[config.mk]
export PLATFORM = sky130hd
export DESIGN_NAME = dl_frame_serializer
export DESIGN_NICKNAME = d
export VERILOG_FILES = /design/src/rtl/dl_frame_serializer.sv
export SDC_FILE = /design/constraint.sdc
export NUM_CORES = 1
export LEC_CHECK = 0
export CORE_MARGIN = 2
export CORE_UTILIZATION = 52
export CTS_BUF_LIST = sky130_fd_sc_hd__clkbuf_16
export CTS_CLUSTER_DIAMETER = 150
export DETAILED_ROUTE_END_ITERATION = 10
export PLACE_DENSITY = 0.83
export SLEW_MARGIN = 20
export SYNTH_ARGS = -nofsm -noshare
export SYNTH_HDL_FRONTEND = slang
export SYNTH_SLANG_ARGS = --single-unit
[constraint.sdc]
create_clock -name clk -period 3.3 [get_ports clk]
set_input_delay 0.33 -clock clk [delete_from_list [all_inputs] [get_ports clk]]
set_output_delay 0.33 -clock clk [all_outputs]
set_load 0.1 [all_outputs]
[src/rtl/dl_frame_serializer.sv]
// dl_frame_serializer
// Collects the payload-cluster and header-cluster encoding results from the
// FEC engine, then streams one fixed 14-byte frame into the UART TX FIFO over
// a valid/ready byte interface.
//
// Frame layout (idx 0..13):
//   0      SYNC_BYTE
//   1      {msg_tag, crc1}
//   2      msg_len
//   3      {enc1_row_p, enc1_col_p}
//   4..10  payload bytes D0..D6
//   11     crc0
//   12     enc0_row_p
//   13     enc0_col_p
//
// Ports:
//   clk, rst_n                      clock, asynchronous active-low reset
//   data_in, msg_len, msg_tag       raw payload and header fields
//   enc0_done, crc0_data, enc0_*    payload cluster result strobe + values
//   enc1_done, crc1_data, enc1_*    header cluster result strobe + values
//   tx_data, tx_valid, tx_ready     registered byte stream to the TX FIFO
//   busy                            capture or transmission in progress
//   frame_done                      pulse the cycle after the last byte is taken
//   ovr_err                         pulse after a done strobe that arrived too late
module dl_frame_serializer #(
  parameter logic [7:0] SYNC_BYTE      = 8'h7E,
  parameter int         NUM_DATA_BYTES = 7
) (
  input  logic                        clk,
  input  logic                        rst_n,
  input  logic [8*NUM_DATA_BYTES-1:0] data_in,
  input  logic [7:0]                  msg_len,
  input  logic [3:0]                  msg_tag,
  input  logic                        enc0_done,
  input  logic [7:0]                  crc0_data,
  input  logic [7:0]                  enc0_row_p,
  input  logic [7:0]                  enc0_col_p,
  input  logic                        enc1_done,
  input  logic [3:0]                  crc1_data,
  input  logic [3:0]                  enc1_row_p,
  input  logic [3:0]                  enc1_col_p,
  output logic [7:0]                  tx_data,
  output logic                        tx_valid,
  input  logic                        tx_ready,
  output logic                        busy,
  output logic                        frame_done,
  output logic                        ovr_err
);

  localparam int FRAME_LEN = NUM_DATA_BYTES + 7;
  localparam int IDX_W     = $clog2(FRAME_LEN);
  localparam logic [IDX_W-1:0] LAST_IDX = IDX_W'(FRAME_LEN - 1);
  localparam logic [IDX_W-1:0] IDX_ONE  = IDX_W'(1);

  typedef enum logic [1:0] {
    ST_IDLE = 2'd0,
    ST_WAIT = 2'd1,
    ST_SEND = 2'd2,
    ST_DONE = 2'd3
  } state_t;

  state_t state_r;
  state_t next_state_s;

  logic [8*NUM_DATA_BYTES-1:0] data_r;
  logic [7:0]       len_r;
  logic [3:0]       tag_r;
  logic [7:0]       crc0_r, row0_r, col0_r;
  logic [3:0]       crc1_r, row1_r, col1_r;
  logic             f0_r, f1_r;
  logic [IDX_W-1:0] idx_r;
  logic [7:0]       tx_data_r;
  logic             tx_valid_r, busy_r, frame_done_r, ovr_err_r;

  logic capture_en_s, start_s, accept_s, last_s, any_done_s;

  // Byte idx of the frame, assembled from the captured registers.
  function automatic logic [7:0] frame_byte(input logic [IDX_W-1:0] i);
    int k;
    logic [7:0] b;
    k = int'(i);
    b = 8'h00;
    if (k == 0)                        b = SYNC_BYTE;
    else if (k == 1)                   b = {tag_r, crc1_r};
    else if (k == 2)                   b = len_r;
    else if (k == 3)                   b = {row1_r, col1_r};
    else if (k < 4 + NUM_DATA_BYTES)   b = data_r[8*(k-4) +: 8];
    else if (k == 4 + NUM_DATA_BYTES)  b = crc0_r;
    else if (k == 5 + NUM_DATA_BYTES)  b = row0_r;
    else if (k == 6 + NUM_DATA_BYTES)  b = col0_r;
    else                               b = 8'h00;
    return b;
  endfunction

  // Results are only accepted before transmission starts; the frame contents
  // are frozen once SEND begins.
  assign capture_en_s = (state_r == ST_IDLE) || (state_r == ST_WAIT);
  assign any_done_s   = enc0_done || enc1_done;
  assign start_s      = (state_r == ST_WAIT) && f0_r && f1_r;
  assign accept_s     = (state_r == ST_SEND) && tx_valid_r && tx_ready;
  assign last_s       = (idx_r == LAST_IDX);

  // State register.
  always_ff @(posedge clk or negedge rst_n) begin
    if (!rst_n) state_r <= ST_IDLE;
    else        state_r <= next_state_s;
  end

  // Next-state logic.
  always_comb begin
    next_state_s = state_r;
    case (state_r)
      ST_IDLE: if (any_done_s) next_state_s = ST_WAIT; else next_state_s = ST_IDLE;
      ST_WAIT: if (start_s)    next_state_s = ST_SEND; else next_state_s = ST_WAIT;
      ST_SEND: if (accept_s && last_s) next_state_s = ST_DONE; else next_state_s = ST_SEND;
      ST_DONE: next_state_s = ST_IDLE;
      default: next_state_s = ST_IDLE;
    endcase
  end

  // Cluster capture registers and completion flags.
  always_ff @(posedge clk or negedge rst_n) begin
    if (!rst_n) begin
      data_r <= '0;      crc0_r <= 8'h00; row0_r <= 8'h00; col0_r <= 8'h00;
      len_r  <= 8'h00;   tag_r  <= 4'h0;  crc1_r <= 4'h0;  row1_r <= 4'h0;
      col1_r <= 4'h0;    f0_r   <= 1'b0;  f1_r   <= 1'b0;
    end else begin
      if (capture_en_s && enc0_done) begin
        data_r <= data_in;
        crc0_r <= crc0_data;
        row0_r <= enc0_row_p;
        col0_r <= enc0_col_p;
      end
      if (capture_en_s && enc1_done) begin
        len_r  <= msg_len;
        tag_r  <= msg_tag;
        crc1_r <= crc1_data;
        row1_r <= enc1_row_p;
        col1_r <= enc1_col_p;
      end
      if (state_r == ST_DONE) begin
        f0_r <= 1'b0;
        f1_r <= 1'b0;
      end else begin
        f0_r <= f0_r || (capture_en_s && enc0_done);
        f1_r <= f1_r || (capture_en_s && enc1_done);
      end
    end
  end

  // Byte index and registered stream outputs. The next byte is looked up at
  // acceptance so that a new byte appears every cycle while tx_ready is held.
  always_ff @(posedge clk or negedge rst_n) begin
    if (!rst_n) begin
      idx_r      <= '0;
      tx_data_r  <= 8'h00;
      tx_valid_r <= 1'b0;
    end else if (start_s) begin
      idx_r      <= '0;
      tx_data_r  <= frame_byte('0);
      tx_valid_r <= 1'b1;
    end else if (accept_s && last_s) begin
      idx_r      <= '0;
      tx_data_r  <= 8'h00;
      tx_valid_r <= 1'b0;
    end else if (accept_s) begin
      idx_r      <= idx_r + IDX_ONE;
      tx_data_r  <= frame_byte(idx_r + IDX_ONE);
      tx_valid_r <= 1'b1;
    end else if (state_r == ST_DONE) begin
      idx_r      <= '0;
      tx_data_r  <= tx_data_r;
      tx_valid_r <= 1'b0;
    end else begin
      idx_r      <= idx_r;
      tx_data_r  <= tx_data_r;
      tx_valid_r <= tx_valid_r;
    end
  end

  // Status pulses and busy flag.
  always_ff @(posedge clk or negedge rst_n) begin
    if (!rst_n) begin
      busy_r       <= 1'b0;
      frame_done_r <= 1'b0;
      ovr_err_r    <= 1'b0;
    end else begin
      busy_r       <= (next_state_s != ST_IDLE);
      frame_done_r <= accept_s && last_s;
      ovr_err_r    <= any_done_s && ((state_r == ST_SEND) || (state_r == ST_DONE));
    end
  end

  assign tx_data    = tx_data_r;
  assign tx_valid   = tx_valid_r;
  assign busy       = busy_r;
  assign frame_done = frame_done_r;
  assign ovr_err    = ovr_err_r;

endmodule

Figure 1. Signal wires on met1 (run 1).
Scale: 4 px per um. Supply wires on this layer in grey.
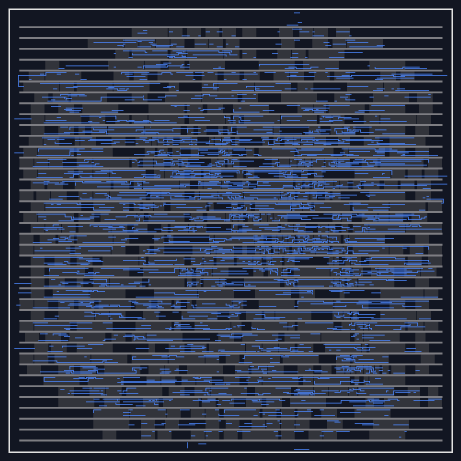
wire length on this layer: 5990 um
main direction: horizontal
routed vias: 4388
M1 GR Usage: 31.51%

Figure 2. M2 wires (run 1).
Scale: 4 px per um.
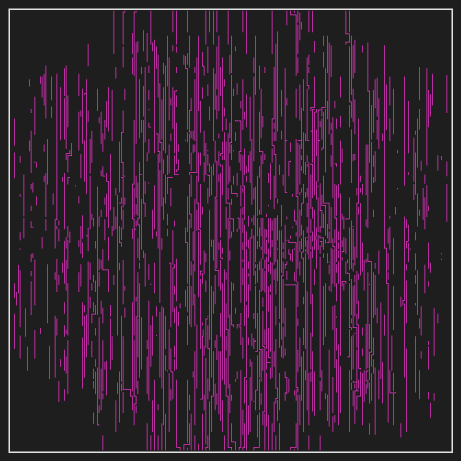
nets with wire on the layer: 647
longest straight run: 50.7 um
wire length on this layer: 7540 um
final wirelength: 14750 um
met2 Use GR: 44.48%

==> results_dict.tcl, run 1 <==
# place-and-route summary
set metrics [dict create \
    status "complete, no violations" \
    ys_sh_xor_pct 0.4254 \
    clk_pin_slew_ns 0.06 \
    ys_seq_share_pct 52.75 \
    fmax_ghz 0.3745 \
    switching_power_uw 2293 \
    drt_iter0_drc 292 \
    worstMarginPinSlew_ns 0.9750 \
    holdCritPathClass "primary input to asynchronous set/reset pin" \
    crit_path_end_kind "flip-flop" \
    post-route-util_pct 71.16 \
    ant_nets 0 \
    relSlewSlack_pct 34.80 \
    htree_levels 4 \
    setup_viol 0 \
    grt_first_pass_wirelength_um 23090 \
    clockBufferDepth 2 \
    grt_pass1_vias 4515 \
    timing.hold.ws_ns 0.4979 \
    ios 121 \
    ir_worst_vdd_v 0.0006938 \
    clock-sinks 124 \
    core_um2 10940 \
    synth.most_common_cell "dfrtp_1" \
    io_buffers 120 \
    report.final.slew_viol_count 0 \
    cts_setup_buffers 0 \
    postSynthCellCount 477 \
    yosysChipArea_um2 5882 \
    warnings 31 \
    rsz0062_at_grt "no" \
    routabilityCongestion 0.9427 \
    finalClockSkew_ns 0.008141 \
    yosysUniqueCellTypes 49 \
    topCellsByArea "dfrtp_1 (53%), mux2_2 (20%), o21ai_0 (2.1%)" \
    finalCritPeriodShare_pct 80.92 \
    via_per_inst 5.858 \
    gr-usage-all-layers_pct 25.61 \
    crit_path_start_kind "flip-flop" \
    synth_area_leader_cell "dfrtp_1" \
    drc_errors 0 \
    post_drt_wl_per_cell_um 19.69 \
    topCombFamilyByArea "multiplexers" \
    ff_type "dfrtp_1" \
    dp_worst_setup_slack_ns 0.6940 \
    grt_max_degree 71 \
    yosys_cells 477 \
    crit_fanout 24 \
    syn_area_per_cell_um2 12.33 \
    grt-ovfl-total 0 \
    timing.setup.tns_ns 0 \
    num-fill-cells 767 \
    ys_async_sr_fraction_pct 100.0 \
    power.internal_uw 4325 \
    fp_nets 593 \
    fin_nets 712 \
    rrSetupSlack_ns 0.63 \
    numCtsBuffers 17 \
    crit_start "idx_r[0]" \
    ctsHoldBuffers 1 \
    leakagePower_uw 0.003156 \
    dpl.hpwl_um 10740 \
    area_growth_pct 32.29 \
    synth_top_area_share_pct 52.75 \
    antenna_found_initial 0 \
    clock_tree.root_cell "clkbuf_16" \
    aoi_share_pct 11.66 \
    swShare_pct 34.65 \
    die_y_um 110.4 \
]
Figure 3. The metal 3 layer (run 1).
Scale: 4 px per um.
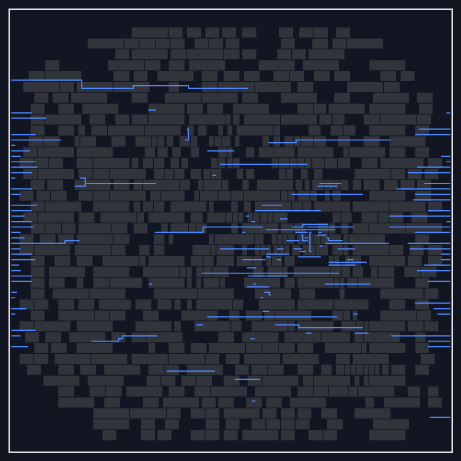
nets with wire on the layer: 107
longest straight run: 34.0 um
wire length on this layer: 883 um
met3 GRT Util: 5.644%

Figure 4. M4 wires (run 1).
Scale: 3 px per um. Supply wires on this layer in grey.
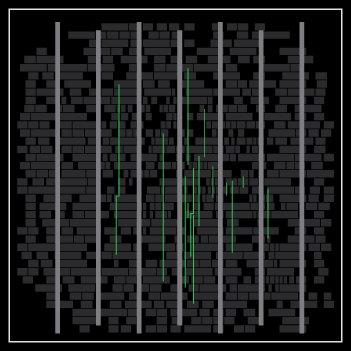
main direction: vertical
share of all routed wire: 2.3%
longest straight run: 49.0 um
wire length on this layer: 336 um
nets with wire on the layer: 12

-- run 1: area by class of cell --
type | instances | area (um^2) | area share (%)
clock buffers | 17 | 425.4 | 5.467
clock inverters | 15 | 156.4 | 2.010
multi-input cells | 314 | 2600 | 33.41
inverters | 10 | 40.04 | 0.5146
repair buffers | 129 | 1281 | 16.47
well taps | 140 | 175.2 | 2.251
flip-flops and latches | 124 | 3103 | 39.88
-- run 1: metrics by stage --
stage          cells  area [um^2]  total power, uW
2_1_floorplan    477         5882             4061
6_report         749         7781             6618
3_5_place_dp     716         7189             4776
3_3_place_gp     716         7189             4687
4_1_cts          749         7781             6637
5_1_grt          749         7781             6927
-- run 1: critical path: stages, from the launching register on --
cell       delay (ns)
dfrtp_1          0.45
ha_1             0.28
xnor2_2          0.14
buf_4            0.23
inv_4            0.15
ha_1             0.29
a2111oi_4        0.33
nand3_1          0.22
o21ai_0          0.30
nor4_1           0.08
o21ai_1          0.12
-- run 1: cells in the final DEF (no fill, tap or decap), types with 2 or more instances in the layout --
| cell | instances |
|---|---|
| inv_1 | 10 |
| nor2_1 | 15 |
| o221ai_1 | 5 |
| buf_4 | 8 |
| a31oi_1 | 5 |
| clkdlybuf4s50_1 | 119 |
| a21oi_1 | 13 |
| o211ai_1 | 5 |
| a31o_2 | 2 |
| o22ai_1 | 5 |
| nand2_1 | 31 |
| and2_1 | 2 |
| clkinvlp_4 | 4 |
| o31ai_1 | 3 |
| and4b_1 | 2 |
| o32ai_1 | 2 |
| clkinv_1 | 2 |
| ha_1 | 7 |
| mux2_2 | 104 |
| bufinv_16 | 3 |
| mux2i_1 | 10 |
| mux4_2 | 3 |
| a221o_1 | 2 |
| nand3_1 | 10 |
| o22a_1 | 4 |
| nand3b_1 | 9 |
| dfrtp_1 | 124 |
| a22oi_1 | 9 |
| nand2b_1 | 2 |
| a22o_1 | 5 |
| o21ai_1 | 7 |
| clkinv_2 | 5 |
| nor4_1 | 5 |
| o21a_1 | 2 |
| nor2b_1 | 5 |
| clkbuf_16 | 17 |
| o21ai_0 | 25 |
-- run 1: power groups by stage --
| stage | clock, uW | sequential, uW | combinational (uW) |
|---|---|---|---|
| after floorplan | 0 | 2780 | 1280 |
| after global placement | 0 | 2580 | 2100 |
| after detailed placement | 0 | 2610 | 2170 |
| after CTS | 1840 | 2600 | 2190 |
| after global routing | 1920 | 2660 | 2340 |
| final | 1830 | 2610 | 2180 |
-- run 1: routing by layer --
metal | vias to the layer above | wire (um) | part of all wire (%)
met1 | 2188 | 5994 | 41
li1 | 1998 | - | -
met3 | 32 | 883 | 6.0
met4 | 0 | 335 | 2.3
met2 | 170 | 7535 | 51
met5 | - | 0 | 0
-- run 1: flip-flops by register name, summed over array words and instances (netlist names), 8 cells and up --
register,count
tx_data,8
col0_r,8
crc0_r,8
len_r,8
data_r,56
row0_r,8
-- run 1: how the worst max path moves through the flow --
stage | cells past startpoint | end | slack (ns)
floorplan | 10 | tx_data[5] | 0.66
global placement | 10 | tx_data[5] | 0.81
detailed placement | 10 | tx_data[5] | 0.69
CTS | 10 | tx_data[2] | 0.65
global route | 10 | tx_data[2] | 0.38
finish | 10 | tx_data[2] | 0.63
Figure 5. Congestion heat map (run 1).
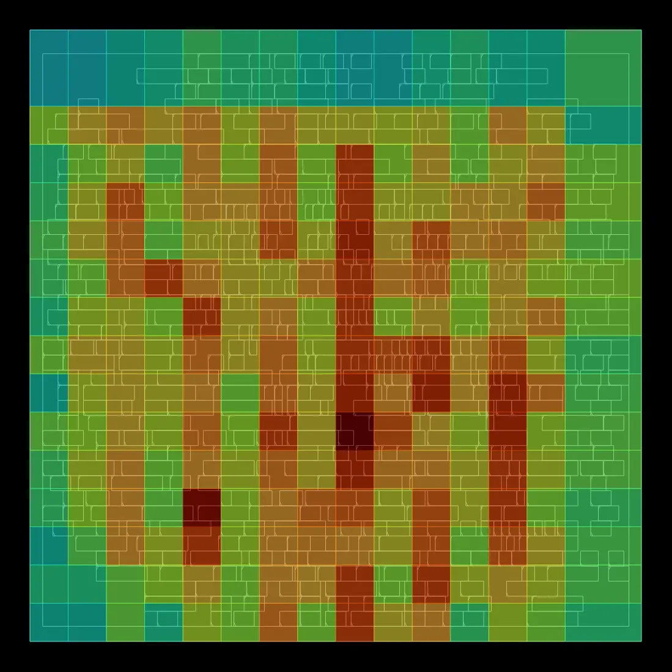

==> inputs of run 2 (changes only) <==
Settings changed: CORE_UTILIZATION 52 to 47, PLACE_DENSITY 0.83 to 0.79.
Clock period 3.3 ns to 2.22 ns, I/O delays scaled along.
Figure 6. Congestion heat map (run 2).
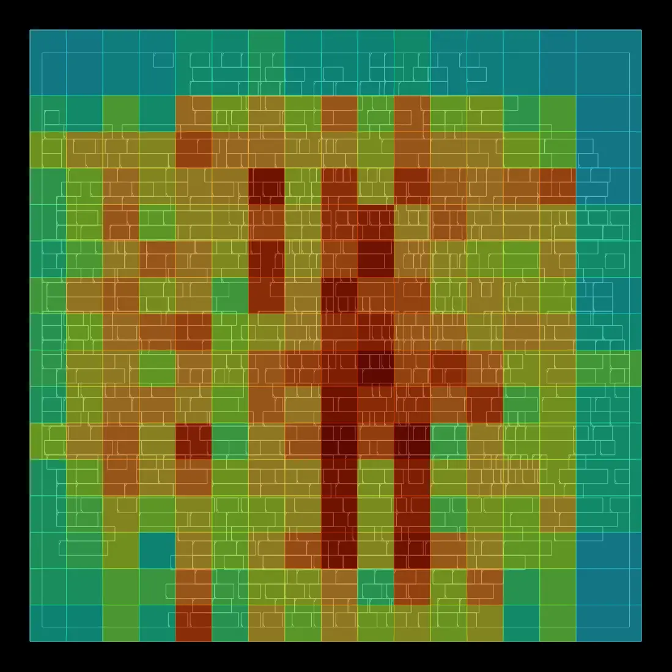
GR Util All Layers: 23.27%
routed length per instance: 18.58 um
met3 GRT Util: 6.695%

Figure 7. The metal 3 layer (run 2).
Scale: 4 px per um.
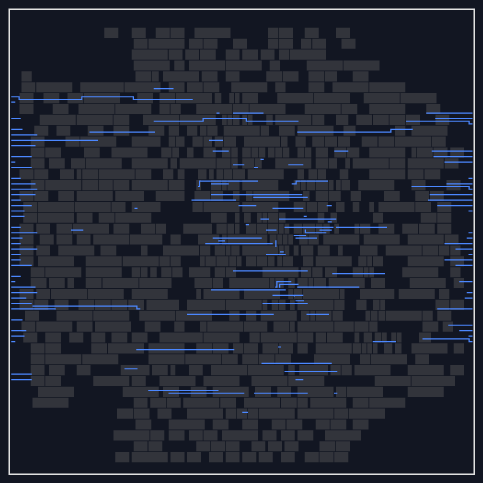
wire length on this layer: 951 um
nets with wire on the layer: 109
share of all routed wire: 6.3%
longest straight run: 26.0 um
main direction: horizontal
final wirelength: 15000 um
routed vias: 4459

Figure 8. M4 wires (run 2).
Scale: 3 px per um. Supply wires on this layer in grey.
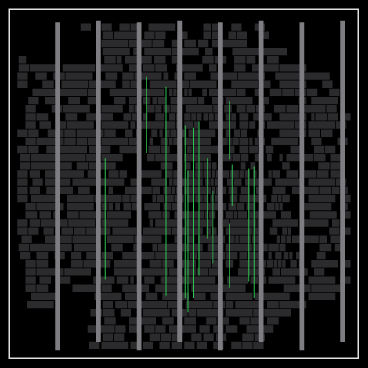
longest straight run: 69.4 um
nets with wire on the layer: 12

==> run 2 against run 1 <==
Register-to-register slack worse by 0.60 ns; critical path depth unchanged; area after synthesis did not move; first-iteration DRC count fell by 8.2%; clock power grew 49%; combinational power is about 60% higher; total power up 51%; worst hold slack lost 0.11 ns; sequential cell count unchanged; sequential share of layout area shrank 2.0 points.
==> results_dict.tcl, run 2 <==
# place-and-route summary
set metrics [dict create \
    crit_fanout 4 \
    p_total_uw 10020 \
    simple_gate_area_share_pct 7.700 \
    dpl.hpwl_um 11180 \
    drc_errors 0 \
    leakagePower_uw 0.003337 \
    synth_area_leader_cell "dfrtp_1" \
    grt-ovfl-total 0 \
    met2_usage_pct 37.19 \
    syn_area_per_cell_um2 12.33 \
    ys_sh_xor_pct 0.4254 \
    ant_nets 0 \
    yosys_cells 477 \
    lay_top_count "dfrtp_1" \
    finalClockSkew_ns 0.005650 \
    report.final.slew_viol_count 0 \
    ys_seq_share_pct 52.75 \
    grt_max_degree 51 \
    largest_reg_flops 56 \
    drt_iter0_drc 268 \
    rrSetupSlack_ns 0.02 \
    die_y_um 115.9 \
    clk_pin_slew_ns 0.06 \
    regMostFlops "data_r" \
    holdCritPathClass "primary input to asynchronous set/reset pin" \
    num-fill-cells 898 \
    clockBufferDepth 2 \
    ios 121 \
    yosysChipArea_um2 5882 \
    routabilityCongestion 0.9345 \
    comb_area_um2 2710 \
    fmax_ghz 0.4556 \
    ff_type "dfrtp_1" \
    postSynthCellCount 477 \
    numCtsBuffers 17 \
    topCombFamilyByArea "multiplexers" \
    post-route-util_pct 67.73 \
    fin_nets 742 \
    yosysUniqueCellTypes 49 \
    status "complete, no violations" \
    clock_tree.root_cell "clkbuf_16" \
    relSlewSlack_pct 56.07 \
    crit_path_start_kind "flip-flop" \
    worstMarginPinSlew_ns 0.6590 \
    aoi_share_pct 11.66 \
    htree_levels 4 \
    lay_top_cells "dfrtp_1 (123), clkdlybuf4s50_1 (107), mux2_2 (104)" \
    ys_async_sr_fraction_pct 100.0 \
    rsz0062_at_grt "yes" \
    seq_area_um2 3104 \
    reg2reg_to "tx_data[4]" \
    topCellsByArea "dfrtp_1 (53%), mux2_2 (20%), o21ai_0 (2.1%)" \
    synth_flop_count 124 \
    via_per_inst 5.525 \
    warnings 33 \
    endpoint "tx_data[4]" \
    core_um2 12110 \
    grt_use_met1_pct 29.91 \
    synth.most_common_cell "dfrtp_1" \
    crit_path_end_kind "flip-flop" \
    finalCritPeriodShare_pct 98.88 \
    antenna_found_initial 0 \
    synth_top_area_share_pct 52.75 \
    clock-sinks 124 \
    ir_worst_vdd_v 0.0005296 \
    io_buffers 120 \
    grt_first_pass_wirelength_um 23440 \
    crit_start "idx_r[1]" \
    area_growth_pct 39.46 \
    grt_pass1_vias 4601 \
]
==> run 2: area by class of cell <==
cell class | count | share of cell area (%)
clock buffers | 17 | 5.186
clock inverters | 15 | 1.922
inverters | 10 | 0.4881
multi-input cells | 314 | 33.04
flip-flops and latches | 124 | 37.84
well taps | 168 | 2.563
repair buffers | 159 | 18.96
==> run 2: critical path, stage by stage (launching register included) <==
cell and delay, ns:
dfrtp_1 0.43, ha_4 0.21, xnor2_4 0.14, buf_4 0.15
ha_4 0.16, a2111oi_4 0.40, nand3b_1 0.17, buf_6 0.17
a21oi_2 0.12, nor4_1 0.06, o21ai_1 0.12
==> run 2: stage by stage <==
step	TNS [ns]	hold WS, ns	setup slack, ns	cell area [um^2]	instances
after CTS	0	0.3927	0.01709	8105	803
after floorplan	-0.5976	-0.07359	-0.1762	5936	477
after global placement	-0.002089	0.2844	-0.001638	7497	769
after global routing	-0.3417	0.4148	-0.08180	8203	807
after detailed placement	-0.7133	0.2928	-0.1657	7497	769
final	0	0.3905	0.02486	8203	807
==> run 2: cells by family (layout without fill, tap and decap cells) <==
group / count (synthesis) / in the layout
compound gates: 101 / 101
fa+ha+maj: 7 / 7
mux: 117 / 117
flops: 124 / 124
xor+xnor: 2 / 2
buf+inv: 39 / 201
simple gates: 87 / 87
==> run 2: timing repair <==
action                                  in CTS  in global routing
cloned                                       0                  0
pin swaps                                    3                  2
hold endpoints to repair                    48                  0
buffers inserted                             1                  5
endpoints found under the setup margin       5                  8
gates resized                                2                 18
hold buffers                                 1                  0
==> run 2: worst min path at each step <==
stage                     start    endpoint  slack [ns]  cells past startpoint
floorplan                 rst_n        busy       -0.07                      0
global placement          rst_n   data_r[5]        0.28                      1
detailed placement        rst_n  data_r[37]        0.29                      1
CTS                       rst_n  data_r[45]        0.39                      2
global route        data_in[18]  data_r[18]        0.41                      2
finish                    rst_n  data_r[45]        0.39                      2
==> run 2: per-layer routing <==
| metal | vias to the layer above | share of wire (%) |
|---|---|---|
| met5 | - | 0 |
| met4 | 0 | 3.5 |
| met3 | 32 | 6.3 |
| met2 | 176 | 48 |
| met1 | 2194 | 42 |
| li1 | 2057 | - |
==> run 2: power breakdown <==
group / switching, uW / leakage, uW / internal (uW)
Sequential: 640 / 0.00144 / 3170
Combinational: 1810 / 0.00161 / 1680
Clock: 984 / 0.000278 / 1740
Power and IR drop assume default switching activity.
